## src/rtl/regfile_dump.sv

```systemverilog
// regfile_dump: walks a (possibly wrapping) register range through one RegFile read port and streams (addr, data) beats
//   clock, reset_n       : clock, asynchronous active-low reset
//   Start/FirstReg/LastReg : dump request and inclusive range, sampled in IDLE only
//   ReadReg/ReadData     : RegFile read port (address out, combinational data in)
//   DumpValid/DumpReady  : beat handshake; DumpAddr/DumpData hold a snapshot until accepted
//   Busy/Done            : dump in progress / one-cycle completion pulse
module regfile_dump #(
  parameter int NUM_REGS = 32,
  parameter int ADDR_W   = 5,
  parameter int DATA_W   = 32
) (
  input  logic              clock,
  input  logic              reset_n,
  input  logic              Start,
  input  logic [ADDR_W-1:0] FirstReg,
  input  logic [ADDR_W-1:0] LastReg,
  output logic [ADDR_W-1:0] ReadReg,
  input  logic [DATA_W-1:0] ReadData,
  output logic              DumpValid,
  input  logic              DumpReady,
  output logic [ADDR_W-1:0] DumpAddr,
  output logic [DATA_W-1:0] DumpData,
  output logic              Busy,
  output logic              Done
);
  typedef enum logic [1:0] {IDLE, READ, HOLD, DONE} state_t;
  state_t state, nextState;
  logic [ADDR_W-1:0] counter, endReg;
  logic accept, lastBeat;
  assign accept    = (state == HOLD) && DumpReady;
  assign lastBeat  = counter == endReg;
  assign ReadReg   = counter;
  assign DumpValid = state == HOLD;
  assign Busy      = (state == READ) || (state == HOLD);
  assign Done      = state == DONE;
  always_comb begin
    nextState = state;
    unique case (state)
      IDLE: nextState = Start ? READ : IDLE;
      READ: nextState = HOLD;
      HOLD: nextState = DumpReady ? (lastBeat ? DONE : READ) : HOLD;
      DONE: nextState = IDLE;
    endcase
  end
  always_ff @(posedge clock or negedge reset_n) begin
    if (!reset_n) begin
      state    <= IDLE;
      counter  <= '0;
      endReg   <= '0;
      DumpAddr <= '0;
      DumpData <= '0;
    end else begin
      state <= nextState;
      if (state == IDLE && Start) begin
        counter <= FirstReg;
        endReg  <= LastReg;
      end
      if (state == READ) begin
        DumpAddr <= counter;
        DumpData <= ReadData;
      end
      // wrap explicitly at the top register so the walk continues from r0
      if (accept && !lastBeat)
        counter <= (counter == ADDR_W'(NUM_REGS - 1)) ? '0 : counter + ADDR_W'(1);
    end
  end
endmodule
```

## config.mk

```make
export PLATFORM = sky130hd
export DESIGN_NAME = regfile_dump
export DESIGN_NICKNAME = d
export VERILOG_FILES = /design/src/rtl/regfile_dump.sv
export SDC_FILE = /design/constraint.sdc
export NUM_CORES = 1
export LEC_CHECK = 0
export CORE_ASPECT_RATIO = 0.7
export CORE_MARGIN = 2
export CORE_UTILIZATION = 40
export DETAILED_ROUTE_END_ITERATION = 10
export PLACE_DENSITY = 0.77
export SLEW_MARGIN = 25
export SYNTH_ARGS = -nofsm -noshare
export SYNTH_HDL_FRONTEND = slang
export SYNTH_SLANG_ARGS = --single-unit
```

## constraint.sdc

```tcl
create_clock -name clock -period 3.4 [get_ports clock]
set_clock_uncertainty 0.15 [all_clocks]
set_input_delay 0.51 -clock clock [delete_from_list [all_inputs] [get_ports clock]]
set_output_delay 0.51 -clock clock [all_outputs]
set_load 0.1 [all_outputs]
```

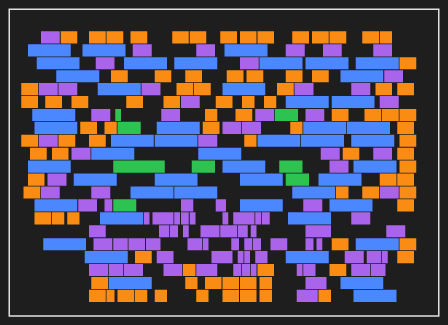
Run 1: placement by cell class
Key: blue = sequential cells [cells 49, share of their area 41%]; orange = remaining buffers and delay cells [cells 91, share of their area 28%]; green = clock drivers and dummy loads [cells 8, share of their area 3.8%]; purple = combinational and other logic [cells 91, share of their area 27%]

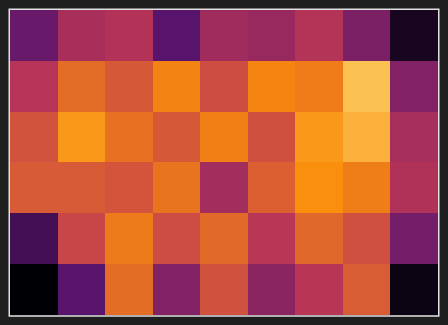
Run 1: cell density map
9 x 6 tiles, from black (low) to pale yellow (high), 0 to 100% covered.
9.3% of the tiles are over 75% full. The mean over all tiles is 52%. 1.9% of the tiles are nearly empty. The emptiest ninth of the die: lower left.
Init Core Util: 0.424
utilization after layout: 0.636

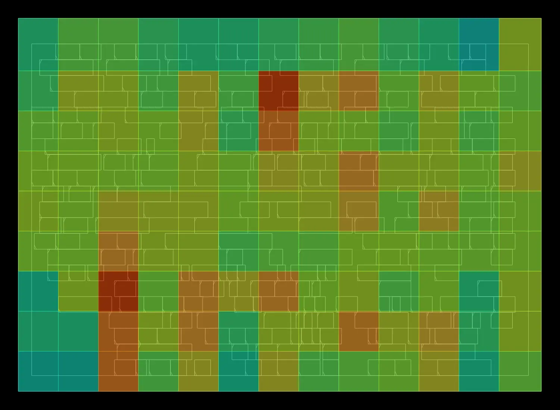
Run 1: track usage over the die
DR WL/cell: 14.6 µm
met2 global-route usage: 0.267
met3 Use GR: 0.0460
total track usage: 0.167

==> impl_metrics.tcl, run 1 <==
# metrics dict for downstream scripts
set metrics [dict create \
    cpMaxStageDelayCell "clkdlybuf4s50_1" \
    start_kind "flop" \
    drc 0 \
    dp_cells 300 \
    worst_pin_slew_ps 985 \
    synth.comb.largest_family "multiplexers" \
    crit_required_ps 2740 \
    ys_seq_frac 0.591 \
    outcome "completed" \
    fp.dieH_um 64.3 \
    stdcell_count 308 \
    crit_path_end_kind "primary output" \
    cp_num_buf_inv 1 \
    yosysMostFrequentCell "dfrtp_1" \
    synth-compound-area-share 0.0290 \
    ys_area_um2 2070 \
    dp_slack_ps 1130 \
    io_pins 91 \
    synth-main-ff-cell "dfrtp_1" \
    cts_buffer_depth 2 \
    first_pass_iters 4 \
    clock_sinks 49 \
    ys_cells 145 \
    synth_area_per_cell_um2 14.3 \
    period_used_share 0.726 \
    finalCriticalPeriod_ps 2470 \
]
run 1: sequential cells by signal (all words and copies together) (netlist names):
name,flops
state,2
ReadReg,5
DumpData,32
DumpAddr,5
endReg,5
run 1: stage by stage:
stage / hold slack (ps)
6_report: 134
5_1_grt: 174
4_1_cts: 153
3_5_place_dp: 345
3_3_place_gp: 339
2_1_floorplan: 64.4
run 1: per-layer routing:
metal	routed length [µm]	vias up	global-route usage
met5	0	-	0
li1	-	699	-
met4	27	0	0.0462
met2	2080	45	0.267
met3	266	2	0.0460
met1	2120	702	0.224
run 1: worst register-to-register path: stages, from the launching register on:
cell and delay (ps):
dfrtp_1 450, xor2_1 190, nor3_2 250, a21oi_1 260
and4b_2 320, or3_1 360
run 1: final timing paths:
path                                           from                       end  slack (ps)  depth (start not counted)
max                        DumpData[16]$_DFFE_PN0N_              DumpData[16]         930                          1
min                                         reset_n     endReg[3]$_DFFE_PN0P_         130                          1
max reg2reg                  ReadReg[1]$_DFFE_PN0P_    ReadReg[2]$_DFFE_PN0P_        1300                          5
min reg2reg                DumpData[23]$_DFFE_PN0N_  DumpData[23]$_DFFE_PN0N_         360                          1
max in group asynchronous                   reset_n        state[0]$_DFF_PN0_        2270                          2
min in group clock         DumpData[23]$_DFFE_PN0N_  DumpData[23]$_DFFE_PN0N_         360                          1
run 1: final cells by class:
| type | instances | area, µm² | share of cell area |
|---|---|---|---|
| Sequential cell | 49 | 1230 | 0.394 |
| Timing Repair Buffer | 91 | 861 | 0.277 |
| Multi-Input combinational cell | 88 | 810 | 0.260 |
| Clock buffer | 7 | 86.3 | 0.0278 |
| Tap cell | 69 | 86.3 | 0.0278 |
| Clock inverter | 1 | 30.0 | 0.00965 |
| Inverter | 3 | 11.3 | 0.00362 |
run 1: cells in the final DEF, fill, tap and decap left out, drive strengths merged:
cell and instances:
a21boi 1, o211ai 1, nand3b 1, dfrtp 49, a21oi 2, or3 1, nand3 3, mux2 42
ha 7, o22ai 1, and4b 2, nand2 10, mux2i 3, buf 19, clkdlybuf4s50 72, nor2 1
bufinv 1, o21ai 4, clkbuf 7, xor2 5, a21o 1, and3 1, inv 3, nor3 2
run 1: cell families (layout without fill, tap and decap cells):
kind of cell,after synthesis,count (layout)
xor gates and xnor gates,5,5
DFF,49,49
and+or+nand+nor,21,21
buffers and inverters,8,102
AOI/OAI and AO/OA,10,10
adders and majority gates,7,7
muxes,45,45
Run 1, sizing map:
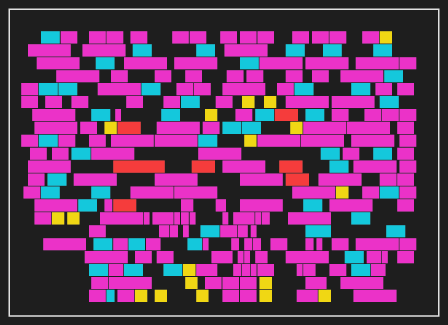

## Run 2: what changed since run 1
Settings changed: CORE_UTILIZATION 40 to 38, PLACE_DENSITY 0.77 to 0.76.
Clock period 3.4 ns to 2.1 ns, I/O delays scaled along.
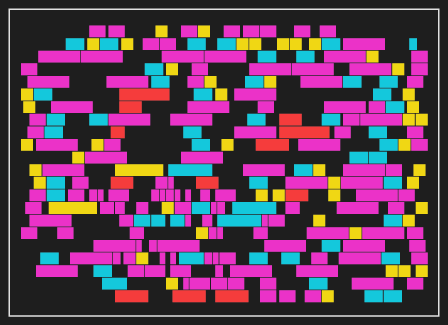
Run 2: sizing map
Key: cyan = _2 cells [cells 52, share 21%]; magenta = _0 and _1 cells [cells 132, share 54%]; red = _6 and larger [cells 12, share 4.9%]; yellow = _3 and _4 cells [cells 49, share 20%]
Non-CTS buffers: 97
area grow syn2layout: 53.3%
Design Area, Final: 3180 µm²

==> impl_metrics.tcl, run 2 <==
# metrics dict for downstream scripts
set metrics [dict create \
    synth-main-ff-cell "dfrtp_1" \
    first_pass_iters 4 \
    yosysMostFrequentCell "dfrtp_1" \
    lay_top_count "buf_4" \
    initCoreUtil 0.395 \
    drc 0 \
    crit_required_ps 2130 \
    min_from "DumpData[18]$_DFFE_PN0N_" \
    fp.dieH_um 65.8 \
    crit_path_end_kind "flop" \
    io_pins 91 \
    worst_pin_slew_ps 528 \
    hold_depth 1 \
    ys_cells 145 \
    cts_buffer_depth 2 \
    cpMaxStageDelayCell "dfrtp_4" \
    ff2ff_path_depth 5 \
    clock_sinks 49 \
    logic_area_um2 816 \
    ys_area_um2 2070 \
    synth_area_per_cell_um2 14.3 \
    r2r-start "ReadReg[1]$_DFFE_PN0P_" \
    outcome "completed" \
    seqCellArea_um2 1240 \
    regMostFlops "DumpData" \
    hold_end "DumpData[18]$_DFFE_PN0N_" \
    period_used_share 0.905 \
]
-- run 2: metal layers --
layer	vias to the layer above	share of wire	wire, µm	global-route usage
met1	705	0.48	2030	0.207
li1	711	-	-	-
met5	-	0	0	0
met2	54	0.45	1910	0.225
met3	2	0.072	307	0.0422
met4	0	0.0044	19	0.0448
-- run 2: how the worst max path moves through the flow --
| stage | to | slack [ps] | depth (start not counted) |
|---|---|---|---|
| 5_1_grt | ReadReg[2]$_DFFE_PN0P_ | 70 | 5 |
| 3_5_place_dp | ReadReg[2]$_DFFE_PN0P_ | 160 | 5 |
| 6_report | ReadReg[2]$_DFFE_PN0P_ | 200 | 5 |
| 2_1_floorplan | ReadReg[2]$_DFFE_PN0P_ | 30 | 7 |
| 4_1_cts | ReadReg[2]$_DFFE_PN0P_ | 150 | 5 |
| 3_3_place_gp | ReadReg[2]$_DFFE_PN0P_ | 180 | 5 |
-- run 2: logic make-up after synthesis --
group | share of synthesized area
simple gates | 0.0543
buf+inv | 0.0199
fa+ha+maj | 0.0422
mux | 0.242
compound gates | 0.0290
flops | 0.591
xor+xnor | 0.0211
-- run 2: per-stage QoR --
stage / hold slack (ps) / setup WS [ps] / util / std cells
detailed placement: 175 / 159 / 0.576 / 308
CTS: 367 / 147 / 0.604 / 317
finish: 363 / 199 / 0.605 / 317
global route: 374 / 71.3 / 0.605 / 317
floorplan: -131 / 25.8 / - / 145
global placement: 169 / 177 / 0.576 / 308
-- run 2: worst reg2reg max path: stages, from the launching register on --
cell,delay (ps)
dfrtp_4,520
xor2_1,180
nor3_2,220
a21oi_2,120
and4b_2,250
or3_1,360
-- run 2: repair_timing --
| item | CTS | global route |
|---|---|---|
| resized | 0 | 1 |
| endpoints found under the hold margin | 22 | 0 |
| hold buffers | 1 | 0 |
| endpoints found under the setup margin | 0 | 1 |
-- run 2: layout make-up --
type / instances / share of cell area
Sequential cell: 49 / 0.389
Timing Repair Buffer: 97 / 0.279
Multi-Input combinational cell: 88 / 0.256
Tap cell: 72 / 0.0283
Clock buffer: 5 / 0.0216
Clock inverter: 3 / 0.0216
Inverter: 3 / 0.00354
Run 2, track usage over the die:
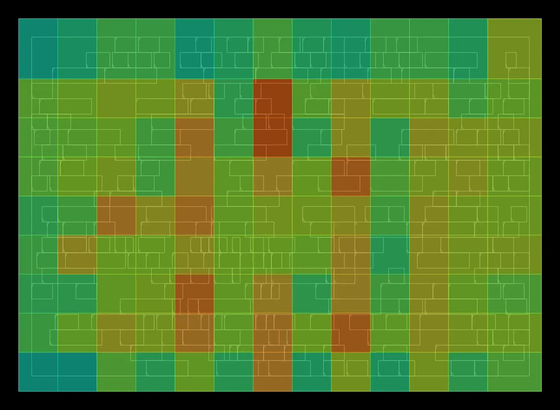

## Run 3: what changed since run 2
Settings changed: CORE_ASPECT_RATIO 0.7 to unset, CTS_BUF_LIST set to sky130_fd_sc_hd__clkbuf_16.
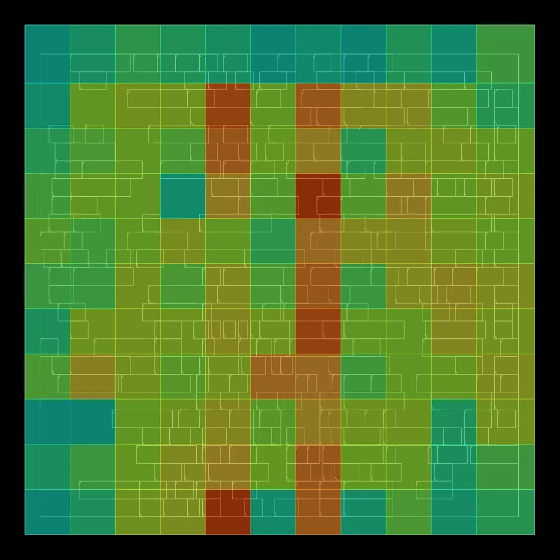
Run 3: track usage over the die
met3 Use GR: 0.0384
DR WL/cell: 14.2 µm

==> impl_metrics.tcl, run 3 <==
# metrics dict for downstream scripts
set metrics [dict create \
    clock_sinks 49 \
    crit_path_end_kind "flop" \
    io_pins 91 \
    initCoreUtil 0.401 \
    fin_util 0.618 \
    grt.total_usage 0.152 \
    failed_checks "hold timing" \
    ctsResizeCount 0 \
    drc 0 \
    finalHoldWorstSlack_ps -41.1 \
    layout_top_cells "buf_4 (49), dfrtp_1 (44), clkdlybuf4s50_1 (44), mux2_2 (42), nand2_1 (10)" \
    largest_reg_flops 32 \
    ys_cells 145 \
    r2r_setup_slack_ps 160 \
    fp.dieH_um 77.9 \
    first_pass_iters 4 \
    area_growth_pct 54.1 \
    cts_buffer_depth 2 \
    synth_area_per_cell_um2 14.3 \
    ys_seq_frac 0.591 \
    outcome "complete, but fails checks" \
    period_used_share 0.925 \
    hold_violations 39 \
    finalCriticalPeriod_ps 1940 \
    hold_buffers 0 \
    setup_ws_ps 159 \
    regMostFlops "DumpData" \
    fin_area_um2 3200 \
]
run 3: cell type report:
| type | count | area, µm² | share of cell area |
|---|---|---|---|
| timing repair buffer | 97 | 873 | 0.273 |
| sequential | 49 | 1240 | 0.387 |
| clock buffer | 5 | 125 | 0.0391 |
| multi-input combinational | 88 | 816 | 0.255 |
| clock inverter | 3 | 46.3 | 0.0145 |
| tap | 70 | 87.6 | 0.0274 |
| inverter | 3 | 11.3 | 0.00352 |
run 3: layer usage:
layer  global-route usage  vias up  wire length, µm
met5                    0        -                0
met4               0.0589        0               70
met3               0.0384        5              268
met2                0.238       56             2130
met1                0.202      726             2010
li1                     -      708                -
run 3: worst max-delay path by stage:
stage | from | endpoint | slack [ps] | cells past startpoint
global placement | ReadReg[1]$_DFFE_PN0P_ | ReadReg[2]$_DFFE_PN0P_ | 160 | 5
detailed placement | ReadReg[1]$_DFFE_PN0P_ | ReadReg[2]$_DFFE_PN0P_ | 120 | 5
finish | ReadReg[1]$_DFFE_PN0P_ | ReadReg[2]$_DFFE_PN0P_ | 160 | 5
CTS | ReadReg[1]$_DFFE_PN0P_ | ReadReg[2]$_DFFE_PN0P_ | 100 | 5
floorplan | state[0]$_DFF_PN0_ | ReadReg[2]$_DFFE_PN0P_ | 30 | 7
global route | ReadReg[1]$_DFFE_PN0P_ | ReadReg[2]$_DFFE_PN0P_ | 50 | 5
run 3: cell families after synthesis:
group	Yosys count	synth area share
adder cells (fa/ha/maj)	7	0.0422
flip-flops	49	0.591
XOR/XNOR	5	0.0211
multiplexers	45	0.242
AND/OR/NAND/NOR	21	0.0543
buffers and inverters	8	0.0199
AND-OR/OR-AND	10	0.0290
run 3: critical path, stage by stage (launching register included):
cell     delay [ps]
dfrtp_4         500
xor2_1          180
nor3_2          240
a21oi_2         140
and4b_2         260
or3_1           360
run 3: per-stage QoR:
stage	hold slack, ps	std cells
floorplan	-131	145
global placement	309	307
detailed placement	310	307
CTS	1.34	315
global route	22.9	315
finish	-41.1	315
